File: config.mk
export PLATFORM = sky130hd
export DESIGN_NAME = pc_unit_flat
export DESIGN_NICKNAME = d
export VERILOG_FILES = /design/src/rtl/pc_unit_if.sv /design/src/rtl/pc_unit.sv /design/src/flat_wrapper.sv
export SDC_FILE = /design/constraint.sdc
export NUM_CORES = 1
export LEC_CHECK = 0
export CORE_MARGIN = 1.5
export CORE_UTILIZATION = 59
export DETAILED_ROUTE_END_ITERATION = 10
export GPL_TIMING_DRIVEN = 1
export PLACE_DENSITY = 0.85
export SYNTH_ARGS = -nofsm -noshare
export SYNTH_HDL_FRONTEND = slang
export SYNTH_SLANG_ARGS = --single-unit
export TNS_END_PERCENT = 20
File: constraint.sdc
create_clock -name clk_i -period 7 [get_ports clk_i]
set_clock_uncertainty 0.1 [all_clocks]
set_input_delay 1.4 -clock clk_i [delete_from_list [all_inputs] [get_ports clk_i]]
set_output_delay 1.4 -clock clk_i [all_outputs]
set_load 0.005 [all_outputs]
File: src/rtl/pc_unit_if.sv
`default_nettype none
// +--------------------------------------------------------------------------+
// | pc_unit_if : fetch-control bus between front-end control and pc_unit     |
// | Rev 1.0                                                                  |
// +--------------------------------------------------------------------------+
interface pc_unit_if #(
  parameter int unsigned WIDTH = 32
);
  logic             start_i;
  logic             stall_i;
  logic             exc_i;
  logic             redirect_i;
  logic [WIDTH-1:0] redirect_pc_i;
  logic             call_i;
  logic [WIDTH-1:0] call_target_i;
  logic             ret_i;
  logic [WIDTH-1:0] pc_o;
  logic             valid_o;
  logic             ras_empty_o;
  logic             ras_full_o;
  logic             err_o;
  logic             misalign_o;

  modport master (
    output start_i, stall_i, exc_i, redirect_i, redirect_pc_i,
           call_i, call_target_i, ret_i,
    input  pc_o, valid_o, ras_empty_o, ras_full_o, err_o, misalign_o
  );

  modport slave (
    input  start_i, stall_i, exc_i, redirect_i, redirect_pc_i,
           call_i, call_target_i, ret_i,
    output pc_o, valid_o, ras_empty_o, ras_full_o, err_o, misalign_o
  );
endinterface
`default_nettype wire

File: src/rtl/pc_unit.sv
`default_nettype none
// +--------------------------------------------------------------------------+
// | pc_unit : program counter with redirect, exception and return stack     |
// | Rev 1.0                                                                  |
// +--------------------------------------------------------------------------+
module pc_unit #(
  parameter int unsigned      WIDTH        = 32,
  parameter logic [WIDTH-1:0] RESET_VECTOR = '0,
  parameter logic [WIDTH-1:0] EXC_VECTOR   = WIDTH'(32'h40),
  parameter int unsigned      INC          = 4,
  parameter int unsigned      RAS_DEPTH    = 4
) (
  input  logic     clk_i,
  input  logic     rst_i,
  pc_unit_if.slave bus
);
  localparam int unsigned        c_PTR_W    = $clog2(RAS_DEPTH);
  localparam int unsigned        c_CNT_W    = $clog2(RAS_DEPTH + 1);
  localparam logic [WIDTH-1:0]   c_INC      = WIDTH'(INC);
  localparam logic [WIDTH-1:0]   c_LOW_MASK = WIDTH'(INC - 1);
  localparam logic [c_PTR_W-1:0] c_LAST     = c_PTR_W'(RAS_DEPTH - 1);
  localparam logic [c_CNT_W-1:0] c_FULL     = c_CNT_W'(RAS_DEPTH);

  logic [WIDTH-1:0]   r_ras [RAS_DEPTH];
  logic [c_PTR_W-1:0] r_ptr;
  logic [c_CNT_W-1:0] r_cnt;
  logic [WIDTH-1:0]   r_pc;
  logic               r_valid;
  logic               r_err;
  logic               r_mis;

  logic [WIDTH-1:0]   w_pc_inc;
  logic [c_PTR_W-1:0] w_ptr_next;
  logic [c_PTR_W-1:0] w_ptr_prev;
  logic               w_empty;
  logic               w_full;
  logic               w_hold;

  // r_ptr is the next write slot; the top of stack sits one slot behind it.
  assign w_pc_inc   = r_pc + c_INC;
  assign w_ptr_next = (r_ptr == c_LAST) ? '0 : r_ptr + 1'b1;
  assign w_ptr_prev = (r_ptr == '0) ? c_LAST : r_ptr - 1'b1;
  assign w_empty    = (r_cnt == '0);
  assign w_full     = (r_cnt == c_FULL);
  assign w_hold     = !bus.start_i || bus.stall_i;

  always_ff @(posedge clk_i) begin
    if (rst_i) begin
      r_pc    <= RESET_VECTOR;
      r_valid <= 1'b0;
      r_ptr   <= '0;
      r_cnt   <= '0;
      r_err   <= 1'b0;
      r_mis   <= 1'b0;
    end else begin
      r_valid <= bus.start_i || bus.exc_i || bus.redirect_i;
      r_mis   <= 1'b0;
      if (bus.exc_i) begin
        r_pc  <= EXC_VECTOR;
        r_cnt <= '0;
      end else if (bus.redirect_i) begin
        r_pc  <= bus.redirect_pc_i & ~c_LOW_MASK;
        r_mis <= |(bus.redirect_pc_i & c_LOW_MASK);
      end else if (w_hold) begin
        r_pc <= r_pc;
      end else if (bus.ret_i) begin
        if (w_empty) begin
          r_pc  <= w_pc_inc;
          r_err <= 1'b1;
        end else begin
          r_pc  <= r_ras[w_ptr_prev];
          r_ptr <= w_ptr_prev;
          r_cnt <= r_cnt - 1'b1;
        end
      end else if (bus.call_i) begin
        // When full, r_ptr already addresses the oldest entry, so the push overwrites it.
        r_ras[r_ptr] <= w_pc_inc;
        r_ptr        <= w_ptr_next;
        r_pc         <= bus.call_target_i & ~c_LOW_MASK;
        r_mis        <= |(bus.call_target_i & c_LOW_MASK);
        if (w_full) begin
          r_err <= 1'b1;
        end else begin
          r_cnt <= r_cnt + 1'b1;
        end
      end else begin
        r_pc <= w_pc_inc;
      end
    end
  end

  assign bus.pc_o        = r_pc;
  assign bus.valid_o     = r_valid;
  assign bus.ras_empty_o = w_empty;
  assign bus.ras_full_o  = w_full;
  assign bus.err_o       = r_err;
  assign bus.misalign_o  = r_mis;
endmodule
`default_nettype wire

File: src/flat_wrapper.sv
// flat-port wrapper written by rule: the top's interface ports become plain ports
module pc_unit_flat 
#(
  parameter int unsigned      WIDTH        = 32,
  parameter logic [WIDTH-1:0] RESET_VECTOR = '0,
  parameter logic [WIDTH-1:0] EXC_VECTOR   = WIDTH'(32'h40),
  parameter int unsigned      INC          = 4,
  parameter int unsigned      RAS_DEPTH    = 4
)
  (clk_i, rst_i, bus_start_i, bus_stall_i, bus_exc_i, bus_redirect_i, bus_redirect_pc_i, bus_call_i, bus_call_target_i, bus_ret_i, bus_pc_o, bus_valid_o, bus_ras_empty_o, bus_ras_full_o, bus_err_o, bus_misalign_o);
  pc_unit_if #(.WIDTH(WIDTH)) bus_i ();
  input  logic clk_i;
  input  logic rst_i;
  input wire logic [$bits(bus_i.start_i)-1:0] bus_start_i;
  input wire logic [$bits(bus_i.stall_i)-1:0] bus_stall_i;
  input wire logic [$bits(bus_i.exc_i)-1:0] bus_exc_i;
  input wire logic [$bits(bus_i.redirect_i)-1:0] bus_redirect_i;
  input wire logic [$bits(bus_i.redirect_pc_i)-1:0] bus_redirect_pc_i;
  input wire logic [$bits(bus_i.call_i)-1:0] bus_call_i;
  input wire logic [$bits(bus_i.call_target_i)-1:0] bus_call_target_i;
  input wire logic [$bits(bus_i.ret_i)-1:0] bus_ret_i;
  output wire logic [$bits(bus_i.pc_o)-1:0] bus_pc_o;
  output wire logic [$bits(bus_i.valid_o)-1:0] bus_valid_o;
  output wire logic [$bits(bus_i.ras_empty_o)-1:0] bus_ras_empty_o;
  output wire logic [$bits(bus_i.ras_full_o)-1:0] bus_ras_full_o;
  output wire logic [$bits(bus_i.err_o)-1:0] bus_err_o;
  output wire logic [$bits(bus_i.misalign_o)-1:0] bus_misalign_o;
  assign bus_i.start_i = bus_start_i;
  assign bus_i.stall_i = bus_stall_i;
  assign bus_i.exc_i = bus_exc_i;
  assign bus_i.redirect_i = bus_redirect_i;
  assign bus_i.redirect_pc_i = bus_redirect_pc_i;
  assign bus_i.call_i = bus_call_i;
  assign bus_i.call_target_i = bus_call_target_i;
  assign bus_i.ret_i = bus_ret_i;
  assign bus_pc_o = bus_i.pc_o;
  assign bus_valid_o = bus_i.valid_o;
  assign bus_ras_empty_o = bus_i.ras_empty_o;
  assign bus_ras_full_o = bus_i.ras_full_o;
  assign bus_err_o = bus_i.err_o;
  assign bus_misalign_o = bus_i.misalign_o;
  pc_unit #(.WIDTH(WIDTH), .RESET_VECTOR(RESET_VECTOR), .EXC_VECTOR(EXC_VECTOR), .INC(INC), .RAS_DEPTH(RAS_DEPTH)) u_core (.clk_i(clk_i), .rst_i(rst_i), .bus(bus_i));
endmodule
run_1/pins.png
Drawn at 4 px/µm. Pins as bars across the die edge, other pins in gray.
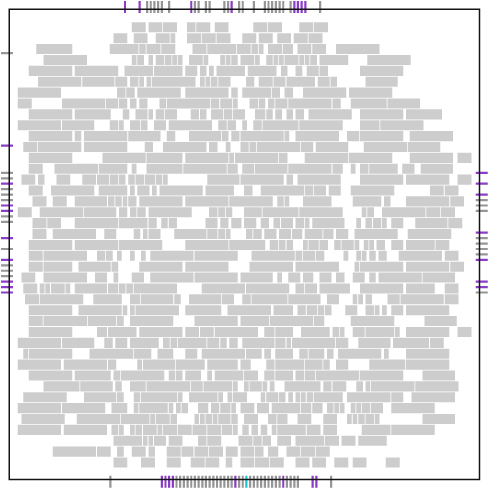
legend:
  cyan:
    port: `bus_ret_i`
    pins: 1
    direction: input
    edge: bottom
  purple:
    port: `bus_call_target_i`
    pins: 32
    direction: input
    edge: 9 left, 8 bottom, 8 top, 7 right
all pins by edge: 42 bottom, 31 top, 21 left, 15 right

run_1/gate_families.png
Drawn at 2 px/µm.
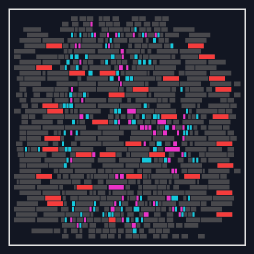
legend:
  red:
    family: multiplexers
    cells: 33
    most_used: mux4_2
  magenta:
    family: NAND gates
    cells: 65
    most_used: nand2_1
  cyan:
    family: NOR gates
    cells: 92
    most_used: nor2_1

==> run summary, run 1 <==
Update from the flow run.

VDD sags by at most 0.203 mV. Counting instances, the worst hold path has a depth of 1. Gates resized during post-CTS repair numbered 0. The adder and majority gate portion of the synthesized area is 1.07%. The synthesized area divided by synthesized cell count is roughly 13 µm². The relative max-transition margin is 30.9%.

Max-slew check failures listed in the final report amount to 0. The cts-stage hold buffer count is 0. The overall power is 2.21 mW. In this run, synthesis inferred 128 flip-flops with an integrated enable. The cell total in the yosys stat output is 596.

TritonCTS built the clock tree. The clock H-tree reported by CTS has 4 levels. The leading cell type by number of instances after synthesis is edfxtp_1. The final weighted congestion in routability-driven placement is 0.849. The minimum setup slack among reg-to-reg paths is 4.13 ns. The total vias in the final route is 5691. The initial antenna violation count was 0.

The run finished with clean final reports. Per Yosys stat, the portion of area used by sequential elements is between 60% and 70%. The area of placed instances is 8900 µm². The power per unit of standard cell area is 232 nW/µm². The total wire length after detailed routing is ~20000 µm.

In the final design database the tool counted between 700 and 800 nets. The remaining global-route overflow is 0. The pin closest to its max-slew limit shows a slew of 1.04 ns. The commonest cells after synthesis are edfxtp_1, nor2_1, nand2_1. Adding up every negative setup slack in the final design gives 0 ns.

The largest area contributor in the netlist is edfxtp_1. Entering global routing, the biggest net connects 51 pins. The first global-routing pass estimated 30400 µm of wire. The family of cells with the greatest summed delay on the critical path is simple AND/OR/NAND/NOR gates.

The chip area from the yosys synthesis statistics is 7700 µm². Per the final timing report, the hold violations number 0. The required time at the worst-slack endpoint is 6.99 ns.

The worst min-delay path startpoint is u_core.bus.err_o$_SDFFE_PP0P_. The gate count after technology mapping is 596. The die is around 120 µm wide. The half-perimeter wire length after placement is 12600 µm. On the critical path, the stage with the largest delay is an instance of nor4_1.

The fraction of met3 tracks used by global routing is 8.39%. The CTS report gives the tree buffer count as 17. In this run the critical path is formed by clkdlybuf4s50_1, nand2b_1, nor4_1, and2_1, buf_4. The destination of the worst register-to-register timing path is u_core.r_ras[2][30]$_DFFE_PP_. The endpoint type of the worst setup path is a flip-flop.

The netlist area before placement is a little under 8000 µm². The number of distinct library cells after synthesis is 51. Per the GRT log, the top usage layer is met2. Looking at the post-CTS report, the setup buffer insertion count equals 0.

At the end of the flow the core is filled with cells to 75.0%. The synthesis report lists the most area-consuming cells as edfxtp_1, dfxtp_1, mux4_2, o221ai_1, a21oi_1. The kind of start point of the critical path is a primary input. The detailed-route vias per instance is 6.51. The clock latency on the worst-skew pair is 0.42 ns. The routed wirelength normalized by instance count is 23.0 µm. Warnings reported by Yosys during synthesis add up to 0. The share of the clock period used by the worst path after layout is 60.2%. The share of synthesized registers carrying an async set or reset is 0%.

The largest single stage delay on the critical path is 0.70 ns. The most common logic cells in the final layout are edfxtp_1, clkdlybuf4s50_1, nor2_1. For reference, the critical path is launched at bus_start_i. The final cell area excluding filler cells is 9510 µm².
run_1/registers.png
Drawn at 2 px/µm.
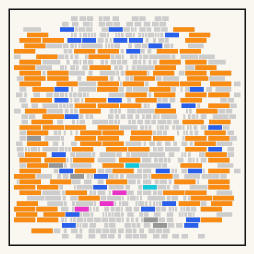
legend:
  cyan:
    signal: `u_core.r_ptr`
    sequential_cells: 2
  blue:
    signal: `u_core.bus.pc_o`
    sequential_cells: 30
  orange:
    signal: `u_core.r_ras`
    sequential_cells: 128
    where: widely spread
  magenta:
    signal: `u_core.r_cnt`
    sequential_cells: 3
not colored: 5

run_1/zoom.png
Window x 46 to 71, y 23 to 48 µm. Cells in gray, sequential cells in the stronger gray; small squares are vias.
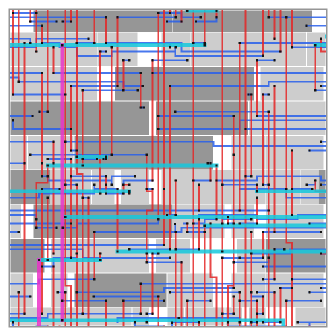
legend:
  cyan:
    layer: met3
  blue:
    layer: met1
  magenta:
    layer: met4
  red:
    layer: met2
sequential cells in the window: 9
netlist names of flops here include: `u_core.r_ras` (6), `u_core.r_ptr` (2)
most frequent: edfxtp_1 (6)
cells with their middle in the window: 42

## run 1: cell families (layout without fill, tap and decap cells)
logic type      count (synthesis)  in the layout
compound gates                122            122
xor+xnor                       19             19
fa+ha+maj                       6              6
buf+inv                        57            163
flops                         168            168
mux                            33             33
simple gates                  191            191
## run 1: metrics by stage
stage / instances / hold WS [ns] / setup WS [ns]
5_1_grt: 874 / 0.415 / 2.68
6_report: 874 / 0.400 / 2.79
4_1_cts: 874 / 0.394 / 2.78
2_1_floorplan: 596 / 0.381 / 3.39
3_3_place_gp: 842 / 0.371 / 2.63
3_5_place_dp: 842 / 0.375 / 2.40
## run 1: layer usage
metal	wire, µm	vias to the layer above
met3	1690	46
met2	10200	331
met1	7750	2789
met5	0	-
li1	-	2525
met4	444	0
## run 1: worst reg2reg max path, stage by stage, from the launching register on
cell	delay, ns
dfxtp_1	0.55
ha_1	0.51
inv_1	0.12
or4_1	0.70
o31a_1	0.35
or2_1	0.28
## run 1: registers in the layout, indices dropped and copies added, names as in the netlist, named ones only
| signal | flops |
|---|---|
| u_core.r_cnt | 3 |
| u_core.bus.valid_o | 1 |
| u_core.bus.err_o | 1 |
| u_core.bus.misalign_o | 1 |
| u_core.r_ras | 128 |
| u_core.bus.pc_o | 30 |
| u_core.r_ptr | 2 |
## run 1: area by class of cell
type                    instances  area [µm²]
flip-flops and latches        168        4640
fillers                       798        3170
multi-input cells             371        2830
repair buffers                121        1170
clock buffers                  22         454
well taps                     172         215
clock inverters                10         151
inverters                      10        37.5
## run 1: power by group
group | switching (mW) | internal (mW)
registers | 0.0173 | 1.08
clock network | 0.356 | 0.602
logic | 0.0752 | 0.0782
total | 0.449 | 1.76
## Run 2: what changed since run 1
--- a/config.mk
+++ b/config.mk
@@ -6,10 +6,10 @@
 export NUM_CORES = 1
 export LEC_CHECK = 0
 export CORE_MARGIN = 1.5
-export CORE_UTILIZATION = 59
+export CORE_UTILIZATION = 55
 export DETAILED_ROUTE_END_ITERATION = 10
 export GPL_TIMING_DRIVEN = 1
-export PLACE_DENSITY = 0.85
+export PLACE_DENSITY = 0.8
 export SYNTH_ARGS = -nofsm -noshare
 export SYNTH_HDL_FRONTEND = slang
 export SYNTH_SLANG_ARGS = --single-unit
==> constraint.sdc (replaced) <==
create_clock -name clk_i -period 4.1 [get_ports clk_i]
set_clock_uncertainty 0.1 [all_clocks]
set_input_delay 0.82 -clock clk_i [delete_from_list [all_inputs] [get_ports clk_i]]
set_output_delay 0.82 -clock clk_i [all_outputs]
set_load 0.005 [all_outputs]
==> run 2 against run 1 <==
  * Area after synthesis did not move
  * Final area about the same
  * Worst setup slack worse by 1.6 ns
  * Wire length up 2.6%
  * Global-route usage down 1.3 points
  * Sequential share of layout area about the same
  * Clock power is 57% higher
  * Core utilization fell by 6.0 points
  * Sequential cell count did not move
  * Cell count rose by 1.4%
  * Power up 65%
==> run summary, run 2 <==
Update from the flow run.

The flow ran to the end, and the final reports show no timing, DRC or antenna violations. The area of placed instances is 8950 µm² (+0.59%). The remaining global-route overflow is 0 (unchanged). The floorplan has 43 rows. Setup repair after global routing left no endpoint under its margin. The netlist area before placement is 7700 µm² (unchanged). The number of maximum-capacitance constraint violations is 0.

The global router's overall resource usage is 29.3%. The clock latency on the worst-skew pair was 0.43 ns (about the same). On the critical path, the stage with the largest delay is an instance of nor4_1. For reference, the most critical setup path is categorized as primary input to flip-flop. The width of the chip is 121 µm (+3.5%). The total vias in the final route was 5715 (+0.42%). The synthesis report lists the most area-consuming cells as edfxtp_1, dfxtp_1, mux4_2, o221ai_1, a21oi_1.

The number of gates resized after CTS is 0 (unchanged). STA reports the tightest min-delay check as being of type flip-flop to flip-flop. Counting flops per register, the top entry is u_core.r_ras. The final antenna diode tally reported by the flow is 0. The total CTS buffers is 17 (unchanged). The maximum level of the CTS H-tree is 4 (unchanged). The combinational gate area came to 2830 µm² (unchanged). The half-perimeter wire length after placement is 13500 µm (+7.1%).

The total negative setup slack came to 0 ns (unchanged). The library cell used as clock root buffer is clkbuf_16. At the floorplan stage, the core utilization is reported as a little under three fifths.

The total number of nets in the final design was 771 (+0.52%). The number of distinct library cells after synthesis is 51 (unchanged). The minimum setup slack in the final design was 1.17 ns (-1.62 ns).

The number of buffers added for setup after CTS is 0 (unchanged). The worst setup path is captured at a flip-flop. The synthesized area divided by synthesized cell count is 12.9 µm² (unchanged).

The number of pins exceeding their max-slew limit in the final report was 0 (unchanged). The number of global-route vias before repair is 5792. TritonCTS built the clock tree. The cell total in the yosys stat output is 596 (unchanged). The count of port buffers added during placement is 108. The power per unit of standard cell area came to 383 nW/µm² (+65%). The I/O pin total is 109.

Per the OpenROAD floorplan log, the height of the die is 121 µm. The OpenROAD warning count is 29. The post-place setup slack is 0.781 ns (-1.62 ns). Yosys instantiated no cell more often than edfxtp_1.

The fill cell instance count of the final layout is 970 (+22%). From the final report, the count of setup violators was given as 0. The largest area contributor in the netlist is edfxtp_1. The violation count after the first detailed-route iteration is 708.

The count of synthesis-stage warnings from yosys is 0 (unchanged). The maximum clock frequency is approximately 340 MHz. The total wire length after detailed routing came to 20600 µm (+2.6%).

The placed cell count was 854 (+1.4%). The relative max-transition margin is 39.0% (+8.1 points). Looking at the clock tree report, the maximum root-to-sink buffer count equals 2.

Per the synth log, the flip-flop and latch total comes to 168. The first TritonRoute pass finished after 6 iterations. The final weighted congestion in routability-driven placement is 0.860 (+1.3%).

On the critical path the data arrives at a little under 3 ns. The cell sequence reported for the critical path is clkdlybuf4s50_1, nand2b_1, nor4_1, and2_1, buf_4. The routed layout reports a DRC error count of 0. The clock net sink count is 168. The area of the die is 14700 µm².

After synthesis, the most frequently instantiated cells are edfxtp_1, nor2_1, nand2_1. The initial antenna violation count is 1 (+1). The detail route stage leaves a number of antenna-violating nets equal to 0. The sequential area share after synthesis was 60.3% (unchanged). The required time at the worst-slack endpoint is 4.09 ns (-2.90 ns). The overall power is 3.64 mW (+65%). The wire length of the first global-routing pass came to 31600 µm (+4.1%). The number of nets produced by synthesis is slightly below 700. The leakage power of the design is 2.97 nW. Summed over its instances, the top area cell type makes up 49.9% of the synthesized netlist area. The chip area from the yosys synthesis statistics was 7700 µm² (unchanged). From synthesis to final layout, the design area changed by 23.5%. The slew of the pin with the lowest slew margin is 0.892 ns (-0.144 ns). STA classifies the critical path startpoint as a primary input.

STA lists the maximum fanout along the critical path as 21. The cts-stage hold buffer count was 0 (unchanged). The most used flip-flop cell after synthesis is edfxtp_1. The minimum hold slack is 0.401 ns (+0.000826 ns).

The gate count after technology mapping came to 596 (unchanged). The smallest clock period supported by the final layout is computed as 2.93 ns. The count of library flops with an enable pin is 128 (unchanged). The maximum cell stage delay along the critical path is 0.60 ns (-0.10 ns). The final cell area excluding filler cells is 9500 µm² (about the same).

The flip-flop count of the largest register, all copies and words added is 128 (unchanged). The largest net degree at the start of global routing is 37 (-27%). The detailed-route vias per instance is 6.45 (-0.94%). The fraction of final layout cells with drive strength greater than 1 is 14.6%.

The worst ir drop on vdd came to 0.460 mV (+130%). The routed wirelength normalized by instance count was 23.3 µm (+1.2%). The share of the clock period used by the worst path after layout is 71.5%.

The final number of hold-violating endpoints is 0 (unchanged). In the layout the commonest cells are edfxtp_1, clkdlybuf4s50_1, nor2_1. The share of synthesized registers carrying an async set or reset is 0% (unchanged). The clock transition time at the flip-flop clock pins of the worst setup and hold paths is ~0.06 ns.

The core region area is 13800 µm².
[run 2: cell counts after synthesis]
No cell type changed its count.
[run 2: cell families after synthesis]
group | share of synthesized area [%]
compound gates | 10.9
xor+xnor | 2.16
fa+ha+maj | 1.07
buf+inv | 3.11
flops | 60.3
mux | 9.49
simple gates | 12.9
[run 2: path summary, 6_finish.rpt]
path | from | endpoint | slack, ns | cells past startpoint
max | bus_stall_i | u_core.r_ras[0][4]$_DFFE_PP_ | 1.17 | 5
max reg2reg | u_core.bus.pc_o[3]$_SDFFE_PP0P_ | u_core.r_ras[1][30]$_DFFE_PP_ | 1.22 | 5
min | u_core.bus.err_o$_SDFFE_PP0P_ | u_core.bus.err_o$_SDFFE_PP0P_ | 0.40 | 1
min reg2reg | u_core.bus.err_o$_SDFFE_PP0P_ | u_core.bus.err_o$_SDFFE_PP0P_ | 0.40 | 1
[run 2: where the power goes]
part           switching (mW)  internal [mW]  total (mW)
clock network           0.619          0.887        1.51
logic                   0.128          0.133       0.262
registers              0.0304           1.84        1.87
[run 2: final cells by class]
type | count | area share (%)
clock buffer | 21 | 4.63
clock inverter | 11 | 1.16
inverter | 10 | 0.395
multi-input combinational | 371 | 29.8
sequential | 168 | 48.9
tap | 180 | 2.37
timing repair buffer | 125 | 12.8
[run 2: layer usage]
layer	share of wire [%]	routed length, µm	up-vias	global-route usage (%)
li1	-	-	2519	-
met1	39	8040	2815	37.9
met2	50	10300	329	47.1
met3	8.1	1670	50	6.86
met4	3.0	621	2	13.6
met5	0.049	10	-	0
[run 2: critical path, delay by kind of cell]
| kind | cells | cell delay [ns] |
|---|---|---|
| simple gates | 3 | 1.32 |
| buf+inv | 2 | 0.77 |
run_2/gate_families.png
Drawn at 2 px/µm.
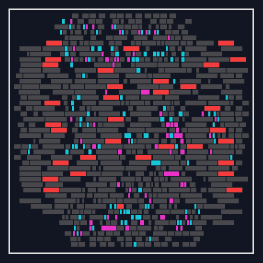
legend:
  cyan:
    family: NOR gates
    cells: 92
    most_used: nor2_1
  magenta:
    family: NAND gates
    cells: 65
    most_used: nand2_1
  red:
    family: multiplexers
    cells: 33
    most_used: mux4_2
most common library cell in the layout ignoring fill and taps: edfxtp_1
Cell Count, Final, Fillers Out: 886
combinational fraction of the cell area: 29.8%

run_2/zoom.png
Window x 48 to 73, y 24 to 49 µm. Cells in gray, sequential cells in the stronger gray; small squares are vias.
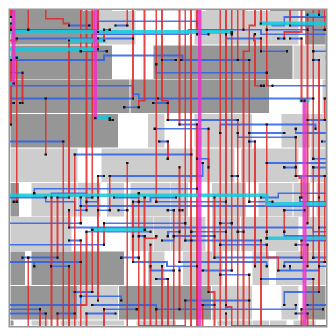
legend:
  magenta:
    layer: met4
  blue:
    layer: met1
  red:
    layer: met2
  cyan:
    layer: met3
cells with their middle in the window: 42
most frequent: edfxtp_1 (6), inv_1 (5)
netlist names of flops here include: `u_core.r_ras` (6), `u_core.r_cnt` (3)
sequential cells in the window: 9

run_2/registers.png
Drawn at 2 px/µm.
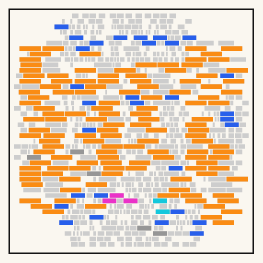
legend:
  blue:
    signal: `u_core.bus.pc_o`
    sequential_cells: 30
    where: widely spread
  cyan:
    signal: `u_core.r_ptr`
    sequential_cells: 2
  orange:
    signal: `u_core.r_ras`
    sequential_cells: 128
  magenta:
    signal: `u_core.r_cnt`
    sequential_cells: 3
not colored: 5
share of the final layout cell area in sequential cells: 48.9%
combined flip-flop and latch cell area: 4640 µm²
Core Util, Final: 69.0%
P_seq: 1.87 mW

## Run 3: what changed since run 2
--- a/config.mk
+++ b/config.mk
@@ -6,10 +6,10 @@
 export NUM_CORES = 1
 export LEC_CHECK = 0
 export CORE_MARGIN = 1.5
-export CORE_UTILIZATION = 55
+export CORE_UTILIZATION = 49
 export DETAILED_ROUTE_END_ITERATION = 10
 export GPL_TIMING_DRIVEN = 1
-export PLACE_DENSITY = 0.8
+export PLACE_DENSITY = 0.76
 export SYNTH_ARGS = -nofsm -noshare
 export SYNTH_HDL_FRONTEND = slang
 export SYNTH_SLANG_ARGS = --single-unit
==> constraint.sdc (replaced) <==
create_clock -name clk_i -period 2.6 [get_ports clk_i]
set_clock_uncertainty 0.1 [all_clocks]
set_input_delay 0.52 -clock clk_i [delete_from_list [all_inputs] [get_ports clk_i]]
set_output_delay 0.52 -clock clk_i [all_outputs]
set_load 0.005 [all_outputs]
==> run 3 against run 2 <==
  * Worst hold slack worse by 0.012 ns
  * Combinational power up 74%
  * Core utilization down 4.3 points
  * Non-clock buffer count up 33
  * Clock-buffer cell count down 1
  * Register-to-register slack worse by 1.0 ns
  * Synthesized cell count unchanged
  * Wire length up 5.1%
  * Via count up 2.2%
==> run summary, run 3 <==
Update from the flow run.

The flow ran to the end, and the final reports show no timing, DRC or antenna violations. The power in the clock group came to 2.54 mW (+68%). The final weighted congestion in routability-driven placement was 0.834 (-3.0%). The overall power is 5.93 mW (+63%). The gate count after technology mapping is 596 (unchanged).

Routed signal wires occupy layers up through met4. The post-synthesis register bit count came to 168 (unchanged). The clock transition time at the flip-flop clock pins of the worst setup and hold paths is 0.07 ns (about the same). The maximum level of the CTS H-tree was 4 (unchanged). The number of distinct library cells after synthesis is 51 (unchanged). The total number of nets in the final design came to 804 (+4.3%).

The tree is rooted in a clkbuf_16. The initial antenna violation count came to 0 (-1). The arrival time at the worst endpoint is 2.47 ns (-0.45 ns). The area fraction of the dominant cell type after synthesis came to 49.9% (unchanged). The wire length of the first global-routing pass is 33700 µm (+6.6%). The flip-flop count of the largest register, all copies and words added was 128 (unchanged).

The netlist area before placement was 7700 µm² (unchanged). Leaving out fill and tap cells, the most frequent cell in the layout is edfxtp_1. The share of power burned in the clock network is 42.9% (+1.5 points).

The TritonCTS clock tree is yes. The met3 wire length is 1680 µm (+0.48%). The path class of the tightest hold or removal check is flip-flop to flip-flop. The OpenROAD warning count is 30 (+3.4%). The number of cells on the critical path came to 5 (unchanged). The relative max-transition margin is 65.1% (+26 points). The sequential area share after synthesis came to 60.3% (unchanged).

The slew of the pin with the lowest slew margin is 0.522 ns (-0.371 ns). The half-perimeter wire length after placement is 14600 µm (+7.7%). The cell row count is 45 (+4.7%).

The routed wirelength normalized by instance count is 22.8 µm (-1.9%). The area of the die is 16500 µm² (+12%). For reference, the most critical setup path is categorized as flip-flop to flip-flop. The placed cell count is 918 (+7.5%). The minimum hold slack was 0.389 ns (-0.0119 ns).

The part of the total power dissipated in sequential elements is 49.5% (-1.9 points). The violation count after the first detailed-route iteration is 568 (-20%). The leakage power of the design is 3.17 nW (+6.7%). The fill cell instance count of the final layout was 1104 (+14%).

The internal power was 4.64 mW (+62%). The number of global-route vias before repair was 6012 (+3.8%). The number of buffers added for setup after CTS is 0 (unchanged). The maximum cell stage delay along the critical path is 0.68 ns (+0.08 ns). The width of the chip is 128 µm (+5.8%). The largest buffer count on any clock path is 2 (unchanged). The cell total in the yosys stat output is 596 (unchanged). The share of synthesized registers carrying an async set or reset is 0% (unchanged). The dominant register cell is edfxtp_1. The worst setup path is captured at a flip-flop. The number of gates resized after CTS is 0 (unchanged). The most flop-heavy register is u_core.r_ras.

The total negative setup slack is 0 ns (unchanged). The switching power as a share of total power was 21.7% (+0.35 points). The area growth from synthesis to layout is 28.3%. The path depth of the worst reg2reg path was 5 (unchanged).

The total buffers and inverters traversed by the critical path is 1 (-1). The number of antenna repair diodes came to 0 (unchanged). The chip area from the yosys synthesis statistics is 7700 µm² (unchanged). The vertical die dimension was 128 µm (+5.8%). Setup repair after global routing left no endpoint under its margin.

The met2 wirelength from detailed routing is 10900 µm (+6.1%). The combinational cell power is 0.456 mW (+74%). The total CTS buffers came to 17 (unchanged). The largest area contributor in the netlist is edfxtp_1. The DRC violation count after routing is 0 (unchanged).

The library cells used most frequently in the layout, excluding fill and tap cells, are edfxtp_1, clkdlybuf4s50_1, nor2_1. The remaining global-route overflow is 0 (unchanged). Post-route period utilization is reported as 92.7%. The largest net degree at the start of global routing was 36 (-2.7%).

The worst-path cell with the longest stage delay is or4_1. The worst ir drop on vdd is 0.740 mV (+61%). The share of total power in combinational logic is 7.7% (+0.5 points).

The required time at the worst-slack endpoint is 2.66 ns (-1.43 ns). The detailed-route vias per instance is 6.15 (-4.7%). The routed metal-1 wire length is 8410 µm (+4.6%). For reference, the top cells by area after synthesis are edfxtp_1, dfxtp_1, mux4_2, o221ai_1, a21oi_1.

The synthesized area divided by synthesized cell count is 12.9 µm² (unchanged). The number of pins exceeding their max-slew limit in the final report was 0 (unchanged). The final number of setup-violating endpoints was 0 (unchanged). Yosys reports that the most numerous cell types are edfxtp_1, nor2_1, nand2_1.

The post-route antenna net violation count is 0 (unchanged). The largest part of the power goes to sequential cells. The detailed-routing iteration count for the pre-antenna-repair pass is 5 (-1).

The total vias in the final route is 5839 (+2.2%). The core region area was 15300 µm² (+11%). The starting utilization of the core area is 50.4% (-5.4 points). The cell sequence reported for the critical path is ha_1, inv_1, or4_1, o31a_1, or2_1. The family of cells with the greatest summed delay on the critical path is simple AND/OR/NAND/NOR gates. The area of placed instances was 9290 µm² (+3.8%).

The total wire length after detailed routing is 21700 µm (+5.1%). The number of nets produced by synthesis is 674 (unchanged). The cts-stage hold buffer count was 0 (unchanged). STA classifies the critical path startpoint as a flip-flop. The I/O pin total is 109 (unchanged).

The power per unit of standard cell area is 600 nW/µm² (+57%). The switching power came to 1.29 mW (+66%). The final cell area excluding filler cells is 9880 µm² (+3.9%).
## run 3: kinds of logic after synthesis
family / Yosys count / synth area share [%]
compound gates: 122 / 10.9
xor+xnor: 19 / 2.16
fa+ha+maj: 6 / 1.07
simple gates: 191 / 12.9
mux: 33 / 9.49
flops: 168 / 60.3
buf+inv: 57 / 3.11
## run 3: final cells by class
class	count	area, µm²	area share (%)
inverters	10	37.5	0.380
clock inverters	12	149	1.51
multi-input cells	371	2830	28.7
repair buffers	158	1510	15.3
flip-flops and latches	168	4640	47.0
well taps	211	264	2.67
clock buffers	20	437	4.42
## run 3: final timing paths
path	from	endpoint	slack, ns
worst max-delay path	u_core.bus.pc_o[3]$_SDFFE_PP0P_	u_core.r_ras[3][30]$_DFFE_PP_	0.19
worst min-delay path	u_core.bus.err_o$_SDFFE_PP0P_	u_core.bus.err_o$_SDFFE_PP0P_	0.39
worst max register to register	u_core.bus.pc_o[3]$_SDFFE_PP0P_	u_core.r_ras[3][30]$_DFFE_PP_	0.19
worst min register to register	u_core.bus.err_o$_SDFFE_PP0P_	u_core.bus.err_o$_SDFFE_PP0P_	0.39
## run 3: routing by layer
| metal | vias to the layer above | GRT usage [%] |
|---|---|---|
| met5 | - | 0 |
| met4 | 0 | 13.3 |
| met3 | 52 | 5.26 |
| met2 | 305 | 46.6 |
| met1 | 2884 | 34.9 |
| li1 | 2598 | - |
## run 3: per-stage QoR
| step | worst slack [ns] | utilization (%) |
|---|---|---|
| final | 0.190 | 64.7 |
| after floorplan | -0.126 | - |
| after detailed placement | 0.0325 | 60.9 |
| after CTS | 0.180 | 64.7 |
| after global routing | 0.0747 | 64.7 |
| after global placement | 0.0178 | 60.9 |
run_3/registers.png
Drawn at 2 px/µm.
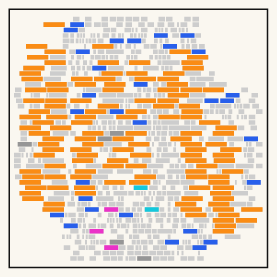
legend:
  orange:
    signal: `u_core.r_ras`
    sequential_cells: 128
  magenta:
    signal: `u_core.r_cnt`
    sequential_cells: 3
  cyan:
    signal: `u_core.r_ptr`
    sequential_cells: 2
  blue:
    signal: `u_core.bus.pc_o`
    sequential_cells: 30
not colored: 5
Core Util, Final: 64.7%
P_seq: 2.93 mW
share of the final layout cell area in sequential cells: 47.0%

run_3/pins.png
Drawn at 4 px/µm. Pins as bars across the die edge, other pins in gray.
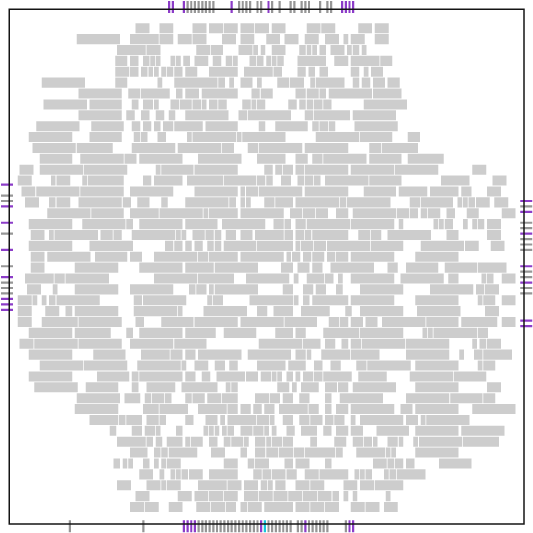
legend:
  purple:
    port: `bus_call_target_i`
    pins: 32
    direction: input
    edge: 9 top, 8 left, 8 bottom, 7 right
  cyan:
    port: `bus_ret_i`
    pins: 1
    direction: input
    edge: bottom
all pins by edge: 44 bottom, 33 top, 17 right, 15 left

run_3/gate_families.png
Drawn at 2 px/µm.
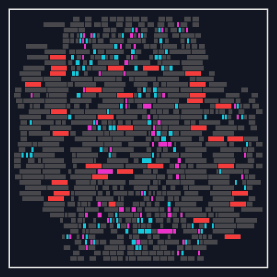
legend:
  magenta:
    family: NAND gates
    cells: 65
    most_used: nand2_1
  cyan:
    family: NOR gates
    cells: 92
    most_used: nor2_1
  red:
    family: multiplexers
    cells: 33
    most_used: mux4_2
combinational fraction of the cell area: 28.7%
Cell Count, Final, Fillers Out: 950


==> layout pictures side by side <==
Routing congestion map.
panel A
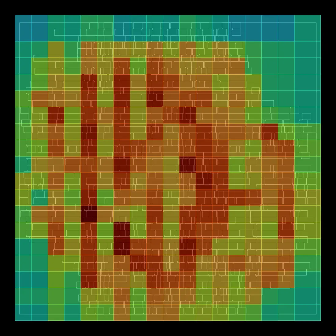
panel B
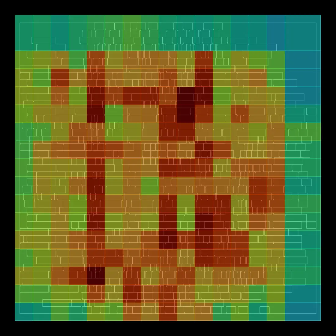
panel C
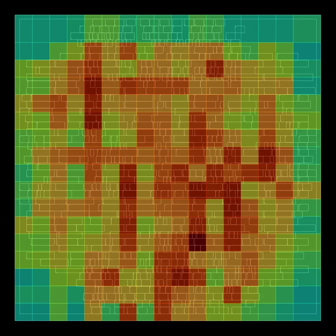
panel B: run 1
panel A: run 3
panel C: run 2

No activity file was given, so power comes from the tool's default toggle rates.
